<file path="src/rtl/kernel_group_scheduler.sv">
// kernel_group_scheduler
//   Time-multiplexes each input pixel over G = NumberOfK/ProcessingElements
//   kernel groups. It drives the PE group select and builds a per-kernel valid
//   mask, delayed by PeLatency advancing cycles so that it lines up with the PE
//   results going into mem_module. It flags the last mask of every
//   ImageWidth x ImageWidth image.
//
// Ports
//   clk, res_n    clock, synchronous active-low reset
//   px_valid      upstream pixel present
//   px_ready      pixel consumed (final group issued this cycle)
//   mem_ready     downstream can accept; 0 stalls the whole block
//   pipe_en       PE pipeline advance enable (== mem_ready)
//   issue_valid   PEs compute group grp_sel this cycle
//   grp_sel       active kernel group
//   kernel_valid  aligned per-kernel valid mask
//   image_done    one-cycle pulse with the final kernel_valid of an image
//   stall_cycles  (SCHED_STALL_CNT_EN only) saturating stall/bubble counter
//
// Optional feature macro: SCHED_STALL_CNT_EN

module kernel_group_scheduler #(
  parameter int NumberOfK          = 4,
  parameter int ProcessingElements = 2,
  parameter int ImageWidth         = 2,
  parameter int PeLatency          = 1
) (
  input  logic clk,
  input  logic res_n,
  input  logic px_valid,
  output logic px_ready,
  input  logic mem_ready,
  output logic pipe_en,
  output logic issue_valid,
  output logic [((NumberOfK/ProcessingElements) > 1 ?
                 $clog2(NumberOfK/ProcessingElements) : 1)-1:0] grp_sel,
  output logic [NumberOfK-1:0] kernel_valid,
`ifdef SCHED_STALL_CNT_EN
  output logic [15:0] stall_cycles,
`endif
  output logic image_done
);

  localparam int G    = NumberOfK / ProcessingElements;
  localparam int GW   = (G > 1) ? $clog2(G) : 1;
  localparam int NPIX = ImageWidth * ImageWidth;
  localparam int PW   = (NPIX > 1) ? $clog2(NPIX) : 1;
  localparam int DW   = (PeLatency > 1) ? $clog2(PeLatency) : 1;

  if ((NumberOfK % ProcessingElements) != 0 || NumberOfK < ProcessingElements) begin : g_bad_k
    $error("NumberOfK must be a positive multiple of ProcessingElements");
  end
  if (PeLatency < 1) begin : g_bad_lat
    $error("PeLatency must be at least 1");
  end

  typedef enum logic [1:0] {IDLE, RUN, DRAIN} state_e;

  state_e                             state_q, state_d;
  logic [GW-1:0]                      g_q, g_d;
  logic [PW-1:0]                      p_q, p_d;
  logic [DW-1:0]                      dcnt_q, dcnt_d;
  logic [PeLatency-1:0][NumberOfK-1:0] dl_q, dl_d;
  logic [NumberOfK-1:0]               mask;
  logic                               issue, done;

  // next-state / outputs
  always_comb begin
    state_d  = state_q;
    g_d      = g_q;
    p_d      = p_q;
    dcnt_d   = dcnt_q;
    issue    = 1'b0;
    done     = 1'b0;
    px_ready = 1'b0;
    case (state_q)
      IDLE, RUN: begin
        if (res_n && px_valid && mem_ready) begin
          issue   = 1'b1;
          state_d = RUN;
          if (g_q == GW'(G-1)) begin
            px_ready = 1'b1;
            g_d      = '0;
            if (p_q == PW'(NPIX-1)) begin
              p_d     = '0;
              dcnt_d  = '0;
              state_d = DRAIN;
            end else begin
              p_d = p_q + 1'b1;
            end
          end else begin
            g_d = g_q + 1'b1;
          end
        end
      end
      DRAIN: begin
        // the last issued mask reaches the output on the PeLatency-th advance
        if (res_n && mem_ready) begin
          if (dcnt_q == DW'(PeLatency-1)) begin
            done    = 1'b1;
            dcnt_d  = '0;
            state_d = IDLE;
          end else begin
            dcnt_d = dcnt_q + 1'b1;
          end
        end
      end
      default: state_d = IDLE;
    endcase
  end

  // mask for the group being issued; zero on bubbles, stalls and drain
  always_comb begin
    mask = '0;
    for (int k = 0; k < NumberOfK; k++)
      mask[k] = issue && ((k / ProcessingElements) == int'(g_q));
  end

  // delay line advances only while downstream accepts
  always_comb begin
    dl_d = dl_q;
    if (mem_ready) begin
      dl_d[0] = mask;
      for (int i = 1; i < PeLatency; i++) dl_d[i] = dl_q[i-1];
    end
  end

  always_ff @(posedge clk) begin
    if (!res_n) begin
      state_q <= IDLE;
      g_q     <= '0;
      p_q     <= '0;
      dcnt_q  <= '0;
      dl_q    <= '0;
    end else begin
      state_q <= state_d;
      g_q     <= g_d;
      p_q     <= p_d;
      dcnt_q  <= dcnt_d;
      dl_q    <= dl_d;
    end
  end

  assign pipe_en      = mem_ready;
  assign issue_valid  = issue;
  assign grp_sel      = g_q;
  assign kernel_valid = (res_n && mem_ready) ? dl_q[PeLatency-1] : '0;
  assign image_done   = done;

`ifdef SCHED_STALL_CNT_EN
  logic [15:0] sc_q, sc_d;
  logic        sc_inc, sc_clr;

  assign sc_inc = ((state_q != IDLE) && !mem_ready) || ((state_q == RUN) && !px_valid);
  assign sc_clr = issue && (g_q == '0) && (p_q == '0);

  always_comb begin
    sc_d = sc_q;
    if (sc_clr)                       sc_d = '0;
    else if (sc_inc && sc_q != 16'hFFFF) sc_d = sc_q + 16'd1;
  end

  always_ff @(posedge clk) begin
    if (!res_n) sc_q <= '0;
    else        sc_q <= sc_d;
  end

  assign stall_cycles = sc_q;
`endif

endmodule

</file>
<file path="config.mk">
export PLATFORM = sky130hd
export DESIGN_NAME = kernel_group_scheduler
export DESIGN_NICKNAME = d
export VERILOG_FILES = /design/src/rtl/kernel_group_scheduler.sv
export SDC_FILE = /design/constraint.sdc
export NUM_CORES = 1
export LEC_CHECK = 0
export CORE_AREA = 2 2 39 41
export CTS_CLUSTER_DIAMETER = 40
export DETAILED_ROUTE_END_ITERATION = 16
export DIE_AREA = 0 0 41 43
export PLACE_DENSITY = 0.6
export SYNTH_ARGS = -nofsm -noshare
export SYNTH_HDL_FRONTEND = slang
export SYNTH_SLANG_ARGS = --single-unit
</file>
<file path="constraint.sdc">
create_clock -name clk -period 1.4 [get_ports clk]
set_input_delay 0.28 -clock clk [delete_from_list [all_inputs] [get_ports clk]]
set_output_delay 0.28 -clock clk [all_outputs]
set_load 0.05 [all_outputs]
</file>
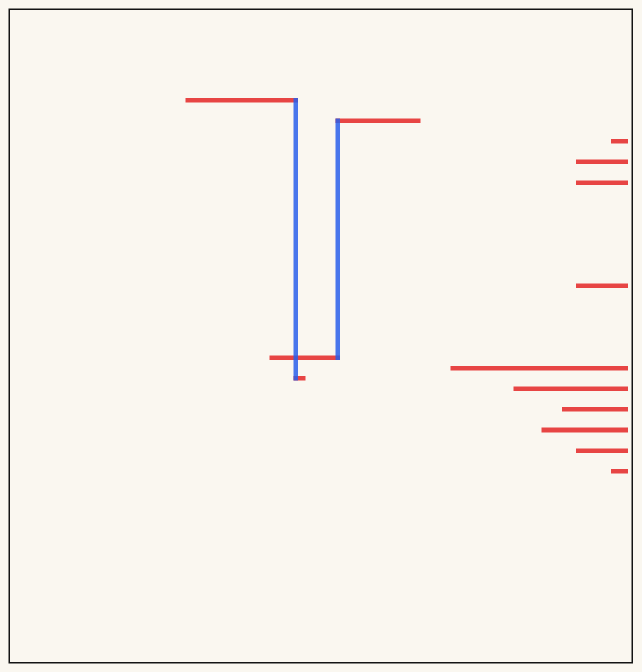
**Above:** run 1 (wiring by layer).
Two of the layers only.
blue -> metal 4  # wire length 34.0 µm
red -> metal 3  # wire length 59.2 µm
via total after detailed routing: 348
Avg WL per Cell: 10.2 µm
Tot GR Track Use: 12.1%

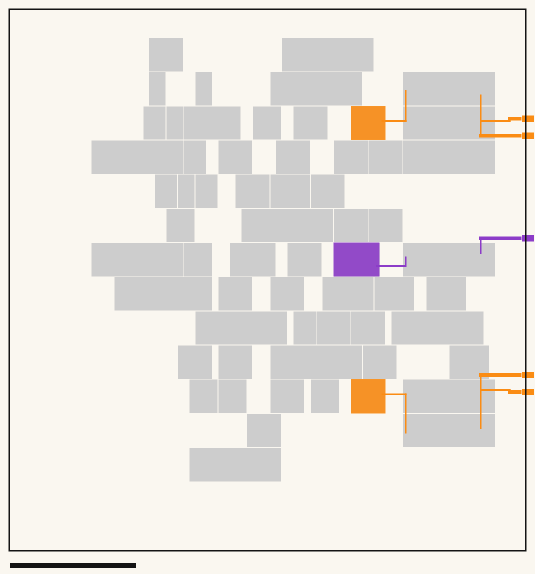
**Above:** run 1 (nets reached from selected ports).
Bar = 10 µm.
orange -> kernel_valid  # bits 4, direction output, edge right, end cells 2, buffers 4, wire 29.4 µm
purple -> image_done  # bits 1, direction output, edge right, end cells 1, buffers 1, wire 7.30 µm
I/O Buffers: 12
I/O pin cnt: 13

==> impl_metrics.ini, run 1 <==
; implementation run metrics
[status]
outcome = complete, but fails checks
violations = setup timing

[pwr]
pwr-share-clk_pct = 38.5
maxPowerGroup = sequential cells

[routing]
dr.pass1.iters = 4
wirelength_um = 789
post-route-drc-count = 0
routed.top_layer = met4

[synth]
adder_share_pct = 3.55
seq_area_frac_synth_pct = 39.7
ys_sh_simple_pct = 33.7
numSynthFlops = 7
logic_family = simple AND/OR/NAND/NOR gates
synth_warnings = 0

[cts]
cts_sinks = 7
cts_tree = built
post_cts_buffers = 2
cts_root_buffer = clkbuf_4

[critical_path]
crit_arrival_ps = 1160
r2r-end = dl_q[2]$_SDFFE_PN0P_
critPathSlowestCell = dfxtp_2
crit_end = px_ready
worstPathMaxFanout = 3
crit_family = simple AND/OR/NAND/NOR gates
timing.rr.start = state_q[1]$_SDFFE_PN0P_

[finish]
n_clock_buffer = 4
comb_area_um2 = 179
diodes = 0
seq_area_um2 = 141
non_clock_inverter_count = 0

[hold_path]
min_from = dl_q[1]$_SDFFE_PN0P_

[final_timing]
fin_crit_sh_pct = 103
setup_viol = 2
setup_ws_ps = -40.4
finClkSkew_ps = 2.92

[global_routing]
grt_pass1_wl_um = 1330
grt_pass1_vias = 326

[job]
drv_cap = 0

[placed_design]
globalplace.congestion = 0.770
hpwl_um = 565
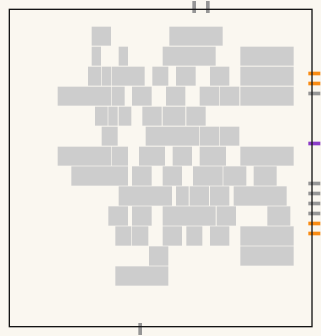
**Above:** run 1 (pin placement).
Pins as bars across the die edge, other pins in gray.
orange -> kernel_valid  # pins 4, direction output, edge right
purple -> image_done  # pins 1, direction output, edge right
all pins by edge = 10 right, 2 top, 1 bottom
Die Span X: 41 µm
die y size: 43 µm

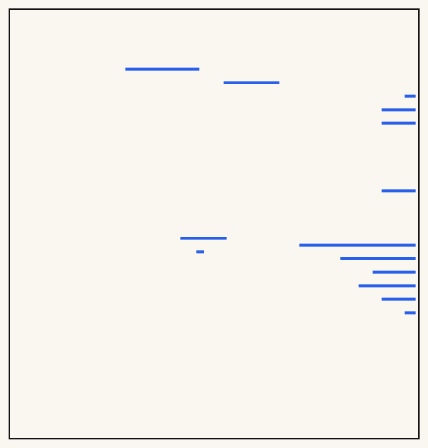
**Above:** run 1 (met3 routing).
nets with wire on the layer = 12
wire length on this layer = 59.2 µm
share of all routed wire = 7.5%

run 1: metrics by stage:
step / power (W) / worst slack, ps / area (µm²) / TNS, ps / cells
5_1_grt: 0.000519 / -92.6 / 663 / -162 / 77
6_report: 0.000487 / -40.4 / 663 / -57.4 / 77
4_1_cts: 0.000498 / -54.5 / 662 / -86.9 / 77
3_5_place_dp: 0.000304 / -218 / 623 / -1970 / 71
3_3_place_gp: 0.000304 / -213 / 623 / -1910 / 71
2_1_floorplan: 0.000252 / 1.51 / 355 / 0 / 38
run 1: sequential cells by signal, summed over array words and instances, names as in the netlist:
register and count:
state_q 2, p_q 2, grp_sel 1, dl_q 2
## Run 2: what changed since run 1
REMOVE_ABC_BUFFERS = 1   (was not set)
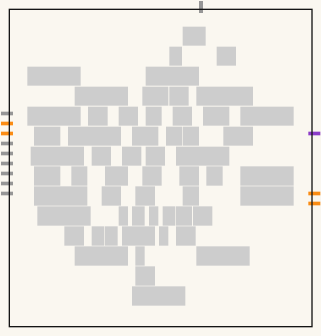
**Above:** run 2 (pin placement).
Pins as bars across the die edge, other pins in gray.
purple -> image_done  # pins 1, direction output, edge right
orange -> kernel_valid  # pins 4, direction output, edge 2 right, 2 left
all pins by edge = 9 left, 3 right, 1 top

==> impl_metrics.ini, run 2 <==
; implementation run metrics
[status]
outcome = complete, but fails checks
violations = setup timing

[critical_path]
crit_end = px_ready
worstPathMaxFanout = 2
crit_family = simple AND/OR/NAND/NOR gates
r2r-end = grp_sel$_SDFFE_PN0P_

[routing]
dr.pass1.iters = 2
vias = 333
routed.top_layer = met4

[final_timing]
setup_viol = 2
tns_ps = -43.8
setup_ws_ps = -21.9

[finish]
diodes = 0
reg_top3 = dl_q x2, p_q x2, state_q x2
layout.cells.non_filler = 73
n_clock_buffer = 4
non_clock_inverter_count = 0
seq_area_um2 = 141

[synth]
adder_share_pct = 3.55
ys_sh_simple_pct = 33.7
seq_area_frac_synth_pct = 39.7

[global_routing]
grt_pass1_vias = 358
grt_pass1_wl_um = 1520

[cts]
cts_tree = built
post_cts_buffers = 1

[job]
drv_cap = 0

[floorplanning]
io_pins = 13

[placed_design]
globalplace.congestion = 0.767
hpwl_um = 562
place_inst = 68
port_buffers = 12
==> run 2: cell counts after synthesis <==
No cell type changed its count.
==> run 2: stage by stage <==
stage	worst slack (ps)	power, W	area (µm²)	util, %
after global routing	-63.5	0.000497	637	46.0
after detailed placement	-282	0.000298	598	43.2
after global placement	-273	0.000298	598	43.2
final	-21.9	0.000475	637	46.0
after CTS	-21.5	0.000484	634	45.8
after floorplan	-184	0.000238	315	-
==> run 2: power by group through the flow <==
stage / Clock, W / Sequential [W] / Combinational (W)
final: 0.000183 / 0.000210 / 0.0000825
after global routing: 0.000198 / 0.000211 / 0.0000884
after CTS: 0.000192 / 0.000210 / 0.0000825
after detailed placement: 0 / 0.000214 / 0.0000841
after global placement: 0 / 0.000214 / 0.0000845
after floorplan: 0 / 0.000218 / 0.0000205
No activity file was given, so power comes from the tool's default toggle rates.
